<file path="config.mk">
export PLATFORM = sky130hd
export DESIGN_NAME = pixel_plotter
export DESIGN_NICKNAME = d
export VERILOG_FILES = /design/src/rtl/pixel_pkg.sv /design/src/rtl/clear_sweeper.sv /design/src/rtl/pixel_plotter.sv
export SDC_FILE = /design/constraint.sdc
export NUM_CORES = 1
export LEC_CHECK = 0
export CORE_MARGIN = 2
export CORE_UTILIZATION = 50
export DETAILED_ROUTE_END_ITERATION = 8
export GPL_TIMING_DRIVEN = 0
export MAX_ROUTING_LAYER = met4
export PLACE_DENSITY = 0.82
export RECOVER_POWER = 25
export SLEW_MARGIN = 20
export SYNTH_ARGS = -nofsm -noshare
export SYNTH_HDL_FRONTEND = slang
export SYNTH_SLANG_ARGS = --single-unit
</file>
<file path="constraint.sdc">
create_clock -name clk -period 4.9 [get_ports clk]
set_input_delay 0.98 -clock clk [delete_from_list [all_inputs] [get_ports clk]]
set_output_delay 0.98 -clock clk [all_outputs]
set_load 0.1 [all_outputs]
</file>
<file path="src/rtl/pixel_pkg.sv">
// Shared types and constants for the pixel plotter: screen geometry,
// clear-FSM states, the pixel record and linear address arithmetic.
package pixel_pkg;

   localparam int H_RES    = 160;
   localparam int V_RES    = 120;
   localparam int COLOR_W  = 3;
   localparam int ADDR_W   = 15;
   localparam int FB_WORDS = H_RES * V_RES;

   typedef enum logic [1:0] {
      IDLE  = 2'd0,
      FLUSH = 2'd1,
      CLEAR = 2'd2,
      DONE  = 2'd3
   } plot_state_t;

   typedef struct packed {
      logic [7:0]         x;
      logic [6:0]         y;
      logic [COLOR_W-1:0] colour;
   } pixel_t;

   // y*160 + x as (y<<7) + (y<<5) + x on zero-extended operands, no multiplier
   function automatic logic [ADDR_W-1:0] xy_to_addr(input logic [7:0] x,
                                                    input logic [6:0] y);
      logic [ADDR_W-1:0] xe;
      logic [ADDR_W-1:0] ye;
      xe = {{(ADDR_W-8){1'b0}}, x};
      ye = {{(ADDR_W-7){1'b0}}, y};
      return (ye << 7) + (ye << 5) + xe;
   endfunction

endpackage

</file>
<file path="src/rtl/clear_sweeper.sv">
// Full-screen sweep counters for the clear operation. cx/cy walk the
// screen in raster order while ca tracks the matching linear address, so no
// address arithmetic is needed during the sweep. 'last' flags the final word.
module clear_sweeper #(
   parameter int H_RES  = 160,
   parameter int V_RES  = 120,
   parameter int ADDR_W = 15
) (
   input  logic              clk,
   input  logic              reset,
   input  logic              start,
   input  logic              en,
   output logic [7:0]        cx,
   output logic [6:0]        cy,
   output logic [ADDR_W-1:0] ca,
   output logic              last
);
   import pixel_pkg::*;

   localparam logic [7:0]        CX_LAST = 8'(H_RES - 1);
   localparam logic [6:0]        CY_LAST = 7'(V_RES - 1);
   localparam logic [ADDR_W-1:0] CA_LAST = ADDR_W'(H_RES * V_RES - 1);

   assign last = (ca == CA_LAST);

   // Rewind on start, otherwise advance one screen position per enabled cycle
   always_ff @(posedge clk or negedge reset) begin
      if (!reset) begin
         cx <= '0;
         cy <= '0;
         ca <= '0;
      end else if (start) begin
         cx <= '0;
         cy <= '0;
         ca <= '0;
      end else if (en) begin
         if (cx == CX_LAST) begin
            cx <= '0;
            cy <= (cy == CY_LAST) ? '0 : cy + 7'd1;
         end else begin
            cx <= cx + 8'd1;
         end
         ca <= last ? '0 : ca + ADDR_W'(1);
      end
   end

endmodule

</file>
<file path="src/rtl/pixel_plotter.sv">
// Turns the line drawer's per-cycle pixel stream into single-cycle
// frame-buffer writes. Repeated end-point pixels are suppressed, off-screen
// pixels are clipped and counted, and a clear FSM can sweep the whole screen.
module pixel_plotter #(
   parameter int H_RES   = 160,
   parameter int V_RES   = 120,
   parameter int COLOR_W = 3,
   parameter int ADDR_W  = 15
) (
   input  logic               clk,
   input  logic               reset,
   input  logic               pix_valid,
   input  logic [8:0]         pix_x,
   input  logic [8:0]         pix_y,
   input  logic [COLOR_W-1:0] pix_colour,
   input  logic               clear_req,
   input  logic [COLOR_W-1:0] clear_colour,
   output logic               busy,
   output logic               clear_done,
   output logic               fb_we,
   output logic [ADDR_W-1:0]  fb_addr,
   output logic [7:0]         fb_x,
   output logic [6:0]         fb_y,
   output logic [COLOR_W-1:0] fb_data,
   output logic [7:0]         drop_cnt
);
   import pixel_pkg::*;

   localparam logic [8:0] X_LIM = 9'(H_RES);
   localparam logic [8:0] Y_LIM = 9'(V_RES);

   plot_state_t        state;
   plot_state_t        state_nx;
   logic [COLOR_W-1:0] clr_colour;

   pixel_t             pix_in;
   pixel_t             pix_p1;
   pixel_t             last_pix;
   logic               vld_p1;
   logic               last_vld;

   logic               in_range;
   logic               dup;
   logic               accept;
   logic               drop;

   logic               sweep_start;
   logic               sweep_en;
   logic [7:0]         sweep_x;
   logic [6:0]         sweep_y;
   logic [ADDR_W-1:0]  sweep_a;
   logic               sweep_last;

   // Discard counter saturates at all-ones instead of wrapping
   function automatic logic [7:0] sat_inc(input logic [7:0] v);
      return (v == 8'hFF) ? v : v + 8'd1;
   endfunction

   assign pix_in   = '{x: pix_x[7:0], y: pix_y[6:0], colour: pix_colour};
   assign in_range = (pix_x < X_LIM) && (pix_y < Y_LIM);
   assign dup      = last_vld && (pix_in == last_pix);
   assign accept   = pix_valid && (state == IDLE) && in_range && !dup;
   assign drop     = pix_valid && ((state != IDLE) || !in_range);

   clear_sweeper #(
      .H_RES  (H_RES),
      .V_RES  (V_RES),
      .ADDR_W (ADDR_W)
   ) u_sweeper (
      .clk   (clk),
      .reset (reset),
      .start (sweep_start),
      .en    (sweep_en),
      .cx    (sweep_x),
      .cy    (sweep_y),
      .ca    (sweep_a),
      .last  (sweep_last)
   );

   // Clear FSM state register
   always_ff @(posedge clk or negedge reset) begin
      if (!reset) state <= IDLE;
      else        state <= state_nx;
   end

   // Clear FSM next state and sweep controls; FLUSH lets an in-flight pixel drain
   always_comb begin
      state_nx    = state;
      sweep_start = 1'b0;
      sweep_en    = 1'b0;
      busy        = (state != IDLE);
      case (state)
         IDLE:    if (clear_req) state_nx = FLUSH;
         FLUSH: begin
            sweep_start = 1'b1;
            state_nx    = CLEAR;
         end
         CLEAR: begin
            sweep_en = 1'b1;
            if (sweep_last) state_nx = DONE;
         end
         DONE:    state_nx = IDLE;
         default: state_nx = IDLE;
      endcase
   end

   // Fill colour is captured only when a sweep is launched
   always_ff @(posedge clk) begin
      if ((state == IDLE) && clear_req) clr_colour <= clear_colour;
   end

   // ---- S1: accept / dedupe / clip ----
   // S1 control: valid flag, last-pixel flag and discard counter
   always_ff @(posedge clk or negedge reset) begin
      if (!reset) begin
         vld_p1   <= 1'b0;
         last_vld <= 1'b0;
         drop_cnt <= '0;
      end else begin
         vld_p1 <= accept;
         if (state == DONE) last_vld <= 1'b0;
         else if (accept)   last_vld <= 1'b1;
         if (drop) drop_cnt <= sat_inc(drop_cnt);
      end
   end

   // S1 data: accepted pixel and the reference copy used for dedupe
   always_ff @(posedge clk) begin
      if (accept) begin
         pix_p1   <= pix_in;
         last_pix <= pix_in;
      end
   end

   // ---- S2: frame-buffer write ----
   // Sweep writes take priority; otherwise forward an accepted pixel or hold
   always_ff @(posedge clk or negedge reset) begin
      if (!reset) begin
         fb_we      <= 1'b0;
         fb_addr    <= '0;
         fb_x       <= '0;
         fb_y       <= '0;
         fb_data    <= '0;
         clear_done <= 1'b0;
      end else begin
         clear_done <= (state == DONE);
         if (state == CLEAR) begin
            fb_we   <= 1'b1;
            fb_addr <= sweep_a;
            fb_x    <= sweep_x;
            fb_y    <= sweep_y;
            fb_data <= clr_colour;
         end else if (vld_p1) begin
            fb_we   <= 1'b1;
            fb_addr <= xy_to_addr(pix_p1.x, pix_p1.y);
            fb_x    <= pix_p1.x;
            fb_y    <= pix_p1.y;
            fb_data <= pix_p1.colour;
         end else begin
            fb_we   <= 1'b0;
         end
      end
   end

endmodule
</file>
==> images/layer_met1.png <==
The bar under the picture is 20 µm long.
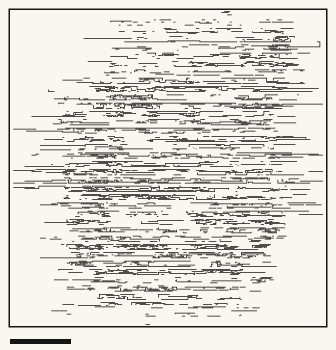
The wires run mostly horizontal. The longest straight run is 45.5 µm. 554 nets have wire on it. The layer carries 5200 µm of wire.

==> images/layer_met2.png <==
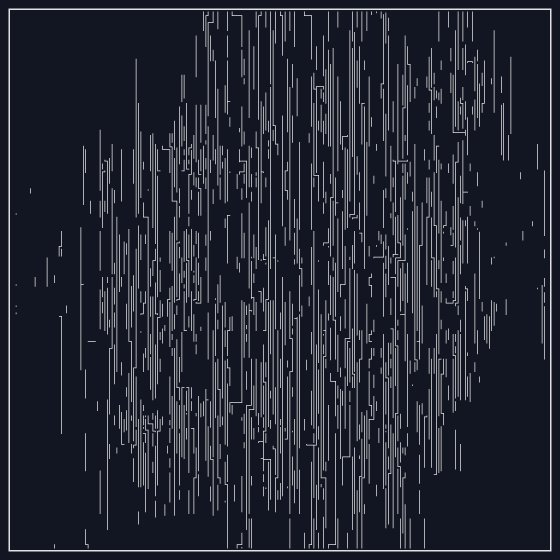
The longest straight run is 41.8 µm. The layer holds 49% of the routed length. 505 nets have wire on it. The wires run mostly vertical. The layer carries 5900 µm of wire.
met2 Resource Use GR: 0.3881
total wirelength of the detailed-routed design: 11950 µm
vias after detailed routing: 3803

==> results.cfg <==
; implementation run metrics
[run_status]
status = finished clean

[yosys]
synth_compound_gate_area_share = 0.1163
synth.cellmix.xorXnorShare = 0.07092
synth.top_cells.by_area = dfrtp_1, edfxtp_1, mux2i_1, o21ai_0, ha_1
syn-cell-area_um2 = 4940
most_used_flip_flop_cell_after_synthesis = dfrtp_1
netlist_instances = 459
synth.yosys.warnings = 0
synth_largest_type_area_fraction = 0.3901

[setup_path]
crit-reg2reg-capture = fb_addr[14]
cp_common_cell = inv_1
critical_path.slowest_cell = clkdlybuf4s50_1
crit_path_max_fanout = 4

[cells_and_area]
biggestRegsByFlops = last_pix: 18 flops, fb_addr: 15 flops, u_sweeper.ca: 15 flops
seqCellArea_um2 = 2557
design.final.nets = 594
signal_buffers = 88
final.signal_inverter_count = 17
diodes = 0
filler_cell_count = 748
nFlopsAndLatches = 98
largest_reg_flops = 18

[floorplan]
chip_area_um2 = 10690
ios = 72
rows = 36
chipWidth_um = 103.4
floorplanUtilization = 0.5101

[clock_network]
cts-htree-levels = 3
cts_setup_buffers = 0
worst_setup_hold_path_clk_slew_ns = 0.09

[placed_design]
gpl.final_weighted_congestion = 0.9456
pre_cts_ws_ns = 1.535
port_buffers = 71

[routing]
via_per_inst = 5.584
final_antenna_net_count = 0
maxUsedRoutingLayer = met4

[power]
static-leakage-power_nw = 2.466
seq_power_share = 0.472
maxPowerGroup = sequential cells
power.density_cell_area_nw_per_um2 = 311.9

[sta]
finalWorstPathRequiredPeriod_ns = 3.313
timing.final.setup_violations = 0
final_slew_violations = 0

[global_routing]
grt_antenna_before_repair = 0
grt_remaining_overflow = 0

[flow_run]
maxCapViolations = 0
==> images/layer_met3.png <==
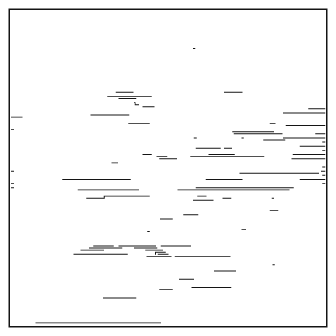
The layer carries 628 µm of wire. The layer holds 5.3% of the routed length.
fraction of met3 tracks used by global routing: 0.03898

==> images/layer_met4.png <==
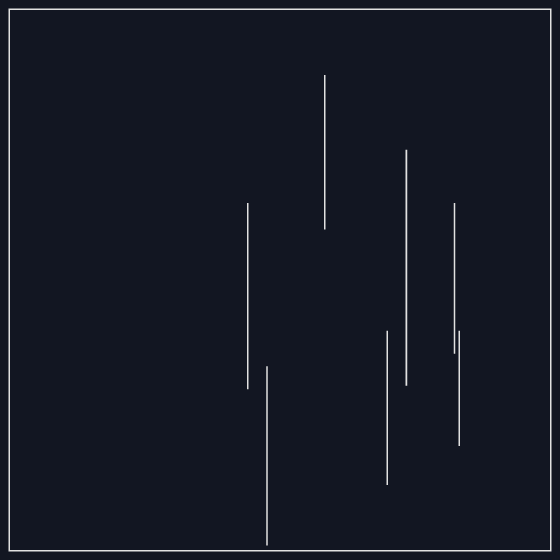
The wires run mostly vertical. The longest straight run is 44.9 µm. 6 nets have wire on it. The layer carries 223 µm of wire. The layer holds 1.9% of the routed length.

Power and IR drop assume default switching activity.
